--- src/rtl/iluminacao_zonas_ctrl.sv ---
// Multi-zone lighting controller: per-zone presence/inactivity timers feeding a
// round-robin arbiter that issues on/off commands over one valid/ready relay port.
module iluminacao_zonas_ctrl #(
    parameter int N_ZONES         = 4,
    parameter int AUTO_SHUTDOWN_T = 30000,
    parameter int TW              = 16,
    localparam int ZW             = ($clog2(N_ZONES) > 1) ? $clog2(N_ZONES) : 1
) (
    input  logic               clk,
    input  logic               rst,
    input  logic               enable,
    input  logic [N_ZONES-1:0] infra,
    output logic               cmd_valid,
    input  logic               cmd_ready,
    output logic [ZW-1:0]      cmd_zone,
    output logic               cmd_on,
    output logic [N_ZONES-1:0] lamp_on
);

    typedef enum logic {IDLE, ISSUE} state_t;

    state_t               state_q, state_d;
    logic [N_ZONES-1:0]   lamp_q, lamp_d;
    logic [N_ZONES-1:0]   pend_on_q, pend_on_d;
    logic [N_ZONES-1:0]   pend_off_q, pend_off_d;
    logic [TW-1:0]        tc_q [N_ZONES];
    logic [TW-1:0]        tc_d [N_ZONES];
    logic [ZW-1:0]        cmd_zone_q, cmd_zone_d;
    logic                 cmd_on_q, cmd_on_d;
    logic [ZW-1:0]        rr_q, rr_d;

    logic                 hs;
    logic [N_ZONES-1:0]   pend;
    logic                 found;
    logic [ZW-1:0]        sel;
    int unsigned          idx;

    assign hs        = (state_q == ISSUE) && cmd_ready;
    assign pend      = pend_on_q | pend_off_q;
    assign cmd_valid = (state_q == ISSUE);
    assign cmd_zone  = cmd_zone_q;
    assign cmd_on    = cmd_on_q;
    assign lamp_on   = lamp_q;

    // Per-zone state; handshake effects are applied last so they win over a
    // same-cycle set of the flag they retire.
    always_comb begin
        lamp_d     = lamp_q;
        pend_on_d  = pend_on_q;
        pend_off_d = pend_off_q;
        for (int unsigned i = 0; i < N_ZONES; i++) begin
            tc_d[i] = tc_q[i];
            if (infra[i]) begin
                tc_d[i]       = '0;
                pend_off_d[i] = 1'b0;
                if (enable && !lamp_q[i]) begin
                    pend_on_d[i] = 1'b1;
                end
            end else if (!enable || !lamp_q[i]) begin
                tc_d[i] = '0;
            end else if (!pend_off_q[i]) begin
                if (tc_q[i] == TW'(AUTO_SHUTDOWN_T)) begin
                    pend_off_d[i] = 1'b1;
                    tc_d[i]       = '0;
                end else begin
                    tc_d[i] = tc_q[i] + 1'b1;
                end
            end
            if (hs && (cmd_zone_q == ZW'(i))) begin
                lamp_d[i] = cmd_on_q;
                if (cmd_on_q) begin
                    pend_on_d[i] = 1'b0;
                end else begin
                    pend_off_d[i] = 1'b0;
                end
            end
        end
    end

    // Round-robin search starting at rr_q.
    always_comb begin
        found = 1'b0;
        sel   = '0;
        idx   = 0;
        for (int unsigned k = 0; k < N_ZONES; k++) begin
            idx = 32'(rr_q) + k;
            if (idx >= N_ZONES) begin
                idx = idx - N_ZONES;
            end
            if (!found && pend[ZW'(idx)]) begin
                found = 1'b1;
                sel   = ZW'(idx);
            end
        end
    end

    always_comb begin
        state_d    = state_q;
        cmd_zone_d = cmd_zone_q;
        cmd_on_d   = cmd_on_q;
        rr_d       = rr_q;
        case (state_q)
            IDLE: begin
                if (found) begin
                    cmd_zone_d = sel;
                    cmd_on_d   = pend_on_q[sel];
                    state_d    = ISSUE;
                end
            end
            ISSUE: begin
                if (cmd_ready) begin
                    rr_d    = (cmd_zone_q == ZW'(N_ZONES - 1)) ? '0 : cmd_zone_q + 1'b1;
                    state_d = IDLE;
                end
            end
            default: state_d = IDLE;
        endcase
    end

    always_ff @(posedge clk or negedge rst) begin
        if (!rst) begin
            state_q    <= IDLE;
            lamp_q     <= '0;
            pend_on_q  <= '0;
            pend_off_q <= '0;
            cmd_zone_q <= '0;
            cmd_on_q   <= 1'b0;
            rr_q       <= '0;
            for (int unsigned i = 0; i < N_ZONES; i++) begin
                tc_q[i] <= '0;
            end
        end else begin
            state_q    <= state_d;
            lamp_q     <= lamp_d;
            pend_on_q  <= pend_on_d;
            pend_off_q <= pend_off_d;
            cmd_zone_q <= cmd_zone_d;
            cmd_on_q   <= cmd_on_d;
            rr_q       <= rr_d;
            for (int unsigned i = 0; i < N_ZONES; i++) begin
                tc_q[i] <= tc_d[i];
            end
        end
    end

endmodule

--- config.mk ---
export PLATFORM = sky130hd
export DESIGN_NAME = iluminacao_zonas_ctrl
export DESIGN_NICKNAME = d
export VERILOG_FILES = /design/src/rtl/iluminacao_zonas_ctrl.sv
export SDC_FILE = /design/constraint.sdc
export NUM_CORES = 1
export LEC_CHECK = 0
export CORE_MARGIN = 2
export CORE_UTILIZATION = 55
export DETAILED_ROUTE_END_ITERATION = 7
export PLACE_DENSITY = 0.84
export SYNTH_ARGS = -nofsm -noshare
export SYNTH_HDL_FRONTEND = slang
export SYNTH_SLANG_ARGS = --single-unit
export TNS_END_PERCENT = 50
--- constraint.sdc ---
create_clock -name clk -period 4.1 [get_ports clk]
set_input_delay 0.615 -clock clk [delete_from_list [all_inputs] [get_ports clk]]
set_output_delay 0.615 -clock clk [all_outputs]
set_load 0.02 [all_outputs]
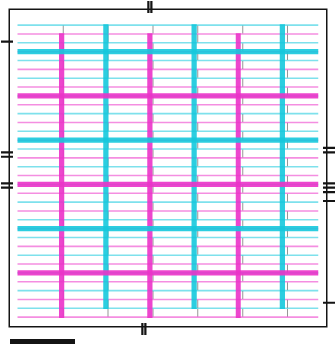
**Above:** run 1 (PDN straps and rails).
The bar under the picture is 20 µm long. Pins as bars on the die edge. Tap cells in grey.
cyan -> VDD
magenta -> VSS
met1 rails = 34
rows = 33
met4 straps = 6
signal pins = 16
met5 straps = 6

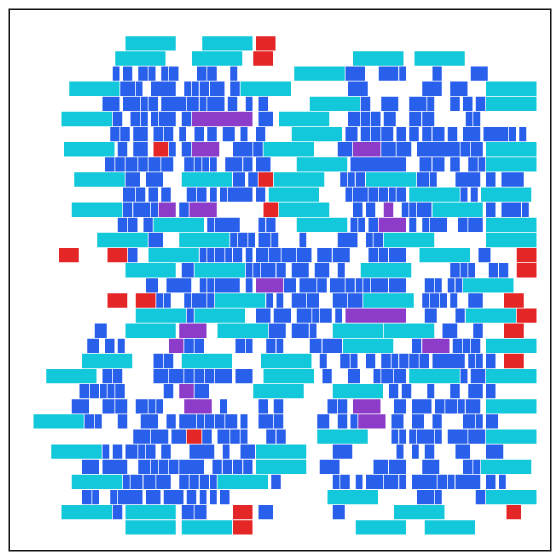
**Above:** run 1 (cell classes on the final placement).
cyan -> flip-flops  # cells 82
red -> other buffers and delay cells  # cells 19
purple -> clock drivers and dummy loads  # cells 16
blue -> all other logic  # cells 445

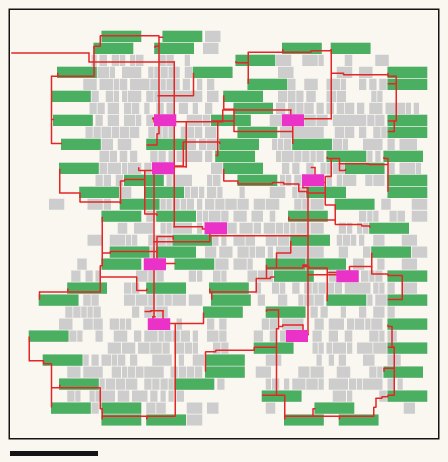
**Above:** run 1 (clock network drawn from the DEF).
The bar under the picture is 20 µm long.
green -> flip-flops  # count 82
red -> clock wires  # length 1060 µm
magenta -> cells driving clock nets  # count 9
flops lie = spread over the die

==> results.json, run 1 <==
{
  "edf_count": 0,
  "ff2ff_path_depth": 7,
  "worstSetupStartpointType": "input pin",
  "routed_wl_um": 11000,
  "relSlewSlack_pct": 32.9,
  "p_seq_share_pct": 45.8,
  "finalCritPeriodShare_pct": 65.3,
  "yosys_cells": 547,
  "postCtsHoldBufs": 0,
  "grt_max_degree": 83,
  "netlist.area_leader.share_pct": 43.0,
  "ys_sh_mux_pct": 1.47,
  "power.group.top": "registers",
  "fillers": 679,
  "ys_chip_area_um2": 4770,
  "lay_top_count": "dfrtp_1",
  "first_iter_violations": 308,
  "dieWidth_um": 97.1,
  "cp_max_fo": 16,
  "track_usage_pct": 23.6,
  "antenna_found_initial": 0,
  "cts_resized": 0,
  "p_int_mw": 1.43,
  "min-delay-path-class": "in -> async",
  "yosysTopAreaCell": "dfrtp_1",
  "reg2reg_slack_ps": 1890,
  "postSynthSeqShare_pct": 43.0,
  "portBuffers": 15,
  "cts.sinks": 82,
  "die_height_um": 97.1,
  "max_freq_mhz": 374,
  "postRouteAntennaNets": 0,
  "gp_congestion": 0.906,
  "maxSlewViolCount": 0,
  "viasPerCell": 6.49,
  "syn_to_final_growth_pct": 8.95,
  "skew_ps": 11.6,
  "synthesis.nets": 567,
  "netSwitchingFraction_pct": 32.3,
  "syn_avg_cell_area_um2": 8.72,
  "numSynthFlops": 82,
  "power.switching_mw": 0.685,
  "core_area_um2": 8300,
  "final.setup.tns_ps": 0,
  "grt_pass1_wl_um": 18800,
  "ir_worst_vdd_uv": 221,
  "async_flop_share_pct": 100,
  "syn_area_um2": 4770,
  "drive_gt1_share_pct": 6.76,
  "vias": 4328,
  "critPathKind": "in -> reg",
  "synthAoiAreaFrac_pct": 19.9,
  "crit_start": "enable",
  "synth_cell_types": 57,
  "powerDensity_nw_per_um2": 408,
  "p_clk_mw": 0.672,
  "seq_power_mw": 0.971,
  "simple_gate_area_share_pct": 27.6,
  "synthCells": 547,
  "std_cell_rows": 33,
  "crit_required_ps": 4370,
  "power.share.clock_pct": 31.7,
  "fin_crit_ps": 2680,
  "rr_startpoint": "tc_q[0]",
  "p_comb_share_pct": 22.5,
  "grt_pass1_vias": 4152,
  "status": "finished clean",
  "chipArea_um2": 9430,
  "xor_share_pct": 0.551,
  "warnings": 33,
  "whs_ps": 415,
  "root_buffer": "clkbuf_8"
}
[run 1: flip-flops by register name (all words and copies together) (netlist names)]
name	count
lamp_on	4
tc_q	64
cmd_on	1
cmd_zone	2
cmd_valid	1
pend_off_q	4
pend_on_q	4
rr_q	2
[run 1: through the flow]
step | instances | utilization (%) | power (mW) | worst slack [ps] | instance area (µm²)
finish | 667 | 62.6 | 2.12 | 1420 | 5200
global route | 667 | 62.6 | 2.22 | 1170 | 5200
CTS | 667 | 62.6 | 2.12 | 1460 | 5200
detailed placement | 651 | 59.9 | 1.45 | 1110 | 4970
global placement | 651 | 59.9 | 1.43 | 1200 | 4970
floorplan | 547 | - | 1.27 | 2270 | 4770
[run 1: critical path: stages]
cell and delay (ps):
clkdlybuf4s50_1 740, nand3b_1 390, nor2_1 860, o21ai_0 240, o31ai_1 110
[run 1: per-layer routing]
metal | up-vias | track usage [%] | wire length (µm)
met1 | 2102 | 33.4 | 4930
met5 | - | 0 | 0
met3 | 27 | 4.39 | 621
met4 | 0 | 9.97 | 253
met2 | 162 | 35.9 | 5180
li1 | 2037 | - | -
[run 1: cells by family (layout without fill, tap and decap cells)]
| kind of cell | Yosys count | count (layout) |
|---|---|---|
| and+or+nand+nor | 242 | 242 |
| buffers and inverters | 45 | 60 |
| DFF | 82 | 82 |
| xor gates and xnor gates | 3 | 3 |
| adders and majority gates | 12 | 12 |
| AOI/OAI and AO/OA | 156 | 156 |
| muxes | 7 | 7 |
[run 1: area by class of cell]
class	count	area (µm²)	share of cell area, %
multi-input combinational	420	2510	48.4
sequential	82	2050	39.5
timing repair buffer	19	178	3.42
clock buffer	10	138	2.65
tap	105	131	2.53
inverter	25	93.8	1.81
clock inverter	6	88.8	1.71
## Run 2: what changed since run 1
--- a/config.mk
+++ b/config.mk
@@ -8,7 +8,7 @@
 export CORE_MARGIN = 2
 export CORE_UTILIZATION = 55
 export DETAILED_ROUTE_END_ITERATION = 7
-export PLACE_DENSITY = 0.84
+export PLACE_DENSITY = 0.87
 export SYNTH_ARGS = -nofsm -noshare
 export SYNTH_HDL_FRONTEND = slang
 export SYNTH_SLANG_ARGS = --single-unit
==> constraint.sdc (replaced) <==
create_clock -name clk -period 2.4 [get_ports clk]
set_input_delay 0.36 -clock clk [delete_from_list [all_inputs] [get_ports clk]]
set_output_delay 0.36 -clock clk [all_outputs]
set_load 0.02 [all_outputs]
==> run 2 against run 1 <==
  * Combinational power is 74% higher
  * Global-route usage is 0.68 points higher
  * Synthesized area stayed put
  * Setup slack worse by 1200 ps
  * Largest power group unchanged
  * Sequential power is 71% higher
  * Critical endpoint is now tc_q[12]
  * Clock power is 61% higher
  * Die size stayed put
  * Highest routed layer unchanged
  * Critical path depth is 2 higher
==> results.json, run 2 <==
{
  "track_usage_pct": 24.3,
  "powerDensity_nw_per_um2": 676,
  "antenna_found_initial": 0,
  "crit_buf_inv": 1,
  "largest_register": "tc_q",
  "mi_logic_area_um2": 2510,
  "vias": 4359,
  "hp-start": "tc_q[30]",
  "cpMaxStageDelayCell": "a211o_1",
  "final.setup.tns_ps": 0,
  "first_iter_violations": 296,
  "cts_resized": 0,
  "ys_sh_mux_pct": 1.47,
  "synthAoiAreaFrac_pct": 19.9,
  "rr_startpoint": "tc_q[0]",
  "portBuffers": 15,
  "path_cells": "inv_1, ha_1, nor4b_1, and4_1, a211o_1, or3_1, o21ai_0",
  "finalPower_mw": 3.57,
  "grt_pass1_vias": 4133,
  "viasPerCell": 6.44,
  "synth_cell_types": 57,
  "numSynthFlops": 82,
  "worstSetupPathDepth": 7,
  "root_buffer": "clkbuf_8",
  "chipArea_um2": 9430,
  "yosysTopAreaCell": "dfrtp_1",
  "min-delay-path-class": "reg -> reg",
  "fin_crit_ps": 2180,
  "critPathKind": "reg -> reg",
  "numCtsBuffers": 9,
  "fillers": 649,
  "layout_top_cells": "dfrtp_1, nand2_1, o21ai_0",
  "clk_pin_slew_worst_paths_ps": 80,
  "syn_area_um2": 4770,
  "status": "finished clean",
  "cts_tree": "built",
  "max_freq_mhz": 459,
  "slowest_delay_ps": 440,
  "regArea_um2": 2050,
  "cts.sinks": 82,
  "crit_start": "tc_q[0]",
  "crit_required_ps": 2670,
  "edf_count": 0,
  "netlist.area_leader.share_pct": 43.0,
  "grt_pass1_wl_um": 19300,
  "largest_register_ffs": 64,
  "path_delay_family": "simple AND/OR/NAND/NOR gates",
  "routed_wl_um": 11100,
  "xor_share_pct": 0.551,
  "warnings": 33,
  "ff2ff_path_depth": 7,
  "relSlewSlack_pct": 45.1,
  "simple_gate_area_share_pct": 27.6,
  "cp_max_fo": 11,
  "worstSetupStartpointType": "register",
  "postRouteAntennaNets": 0,
  "postSynthSeqShare_pct": 43.0,
  "drive_gt1_share_pct": 8.04,
  "skew_ps": 11.4,
  "grt_max_degree": 45,
  "area_leaders": "dfrtp_1, o21ai_0, nand2_1",
  "hold_viol": 0,
  "gp_congestion": 0.880,
  "synthesis.nets": 567,
  "ir_worst_vdd_uv": 427,
  "flop_cell": "dfrtp_1",
  "maxSlewViolCount": 0,
  "async_flop_share_pct": 100,
  "lay_top_count": "dfrtp_1",
  "syn_to_final_growth_pct": 10.7,
  "synthCells": 547,
  "yosys_cells": 547,
  "reg2reg_slack_ps": 220,
  "syn_avg_cell_area_um2": 8.72,
  "finalCritPeriodShare_pct": 90.7,
  "ys_chip_area_um2": 4770
}
[run 2: worst max path at each step]
stage | slack (ps) | end
after global placement | 180 | tc_q[30]
after floorplan | 600 | tc_q[52]
after CTS | 230 | tc_q[12]
after detailed placement | 80 | tc_q[59]
after global routing | 80 | tc_q[29]
final | 220 | tc_q[12]
[run 2: repair_timing]
| action | 4_1_cts | 5_1_grt |
|---|---|---|
| hold endpoints to repair | 16 | 0 |
| buffers inserted | 0 | 0 |
| hold buffers | 1 | 0 |
[run 2: final cells by class]
class                           count  share of cell area [%]
Multi-Input combinational cell    420                    47.6
Clock inverter                      3                    1.23
Inverter                           25                    1.78
Timing Repair Buffer               31                    5.35
Clock buffer                       11                    2.68
Tap cell                          105                    2.49
Sequential cell                    82                    38.9
[run 2: through the flow]
step	hold WS (ps)	utilization (%)	worst slack, ps	instances	instance area, µm²
6_report	476	63.6	223	677	5280
5_1_grt	508	63.6	75.7	677	5280
4_1_cts	484	63.6	231	677	5280
3_5_place_dp	376	61.0	79.5	662	5060
3_3_place_gp	369	61.0	176	662	5060
2_1_floorplan	64.4	-	600	547	4770
[run 2: power by group]
part	leakage (nW)	switching (mW)	internal (mW)
clock	0.105	0.480	0.602
sequential	1.11	0.169	1.49
combinational	0.836	0.473	0.355
total	2.05	1.12	2.45
[run 2: metal layers]
layer / vias up / wire length [µm] / GRT usage (%)
met5: - / 0 / 0
met2: 150 / 5280 / 39.3
li1: 2066 / - / -
met1: 2122 / 5000 / 33.7
met4: 0 / 208 / 8.56
met3: 21 / 591 / 3.45
[run 2: kinds of logic (layout without fill, tap and decap cells)]
kind of cell    Yosys count  after routing
simple gates            242            242
compound gates          156            156
flops                    82             82
buf+inv                  45             70
fa+ha+maj                12             12
mux                       7              7
xor+xnor                  3              3
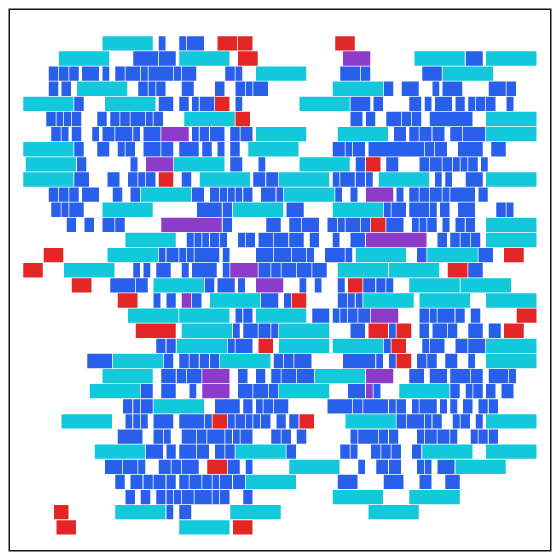
**Above:** run 2 (cell classes on the final placement).
cyan -> flip-flops  # cells 82
red -> other buffers and delay cells  # cells 31
blue -> all other logic  # cells 445
purple -> clock drivers and dummy loads  # cells 14
flop share of the area: 38.9%
row count: 33
Final Util: 63.6%
Final Cell Area: 5280 µm²

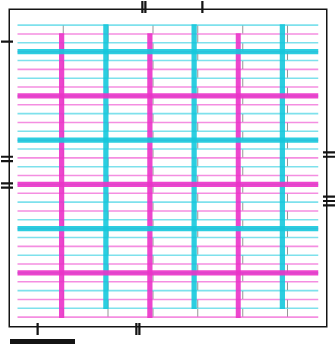
**Above:** run 2 (PDN straps and rails).
The bar under the picture is 20 µm long. Pins as bars on the die edge. Tap cells in grey.
cyan -> VDD
magenta -> VSS
signal pins = 16
rows = 33
tap cells = 105
met1 rails = 34
Die X: 97.1 µm
core area: 8300 µm²
die height: 97.1 µm

Power is estimated from default activity; no workload was simulated.
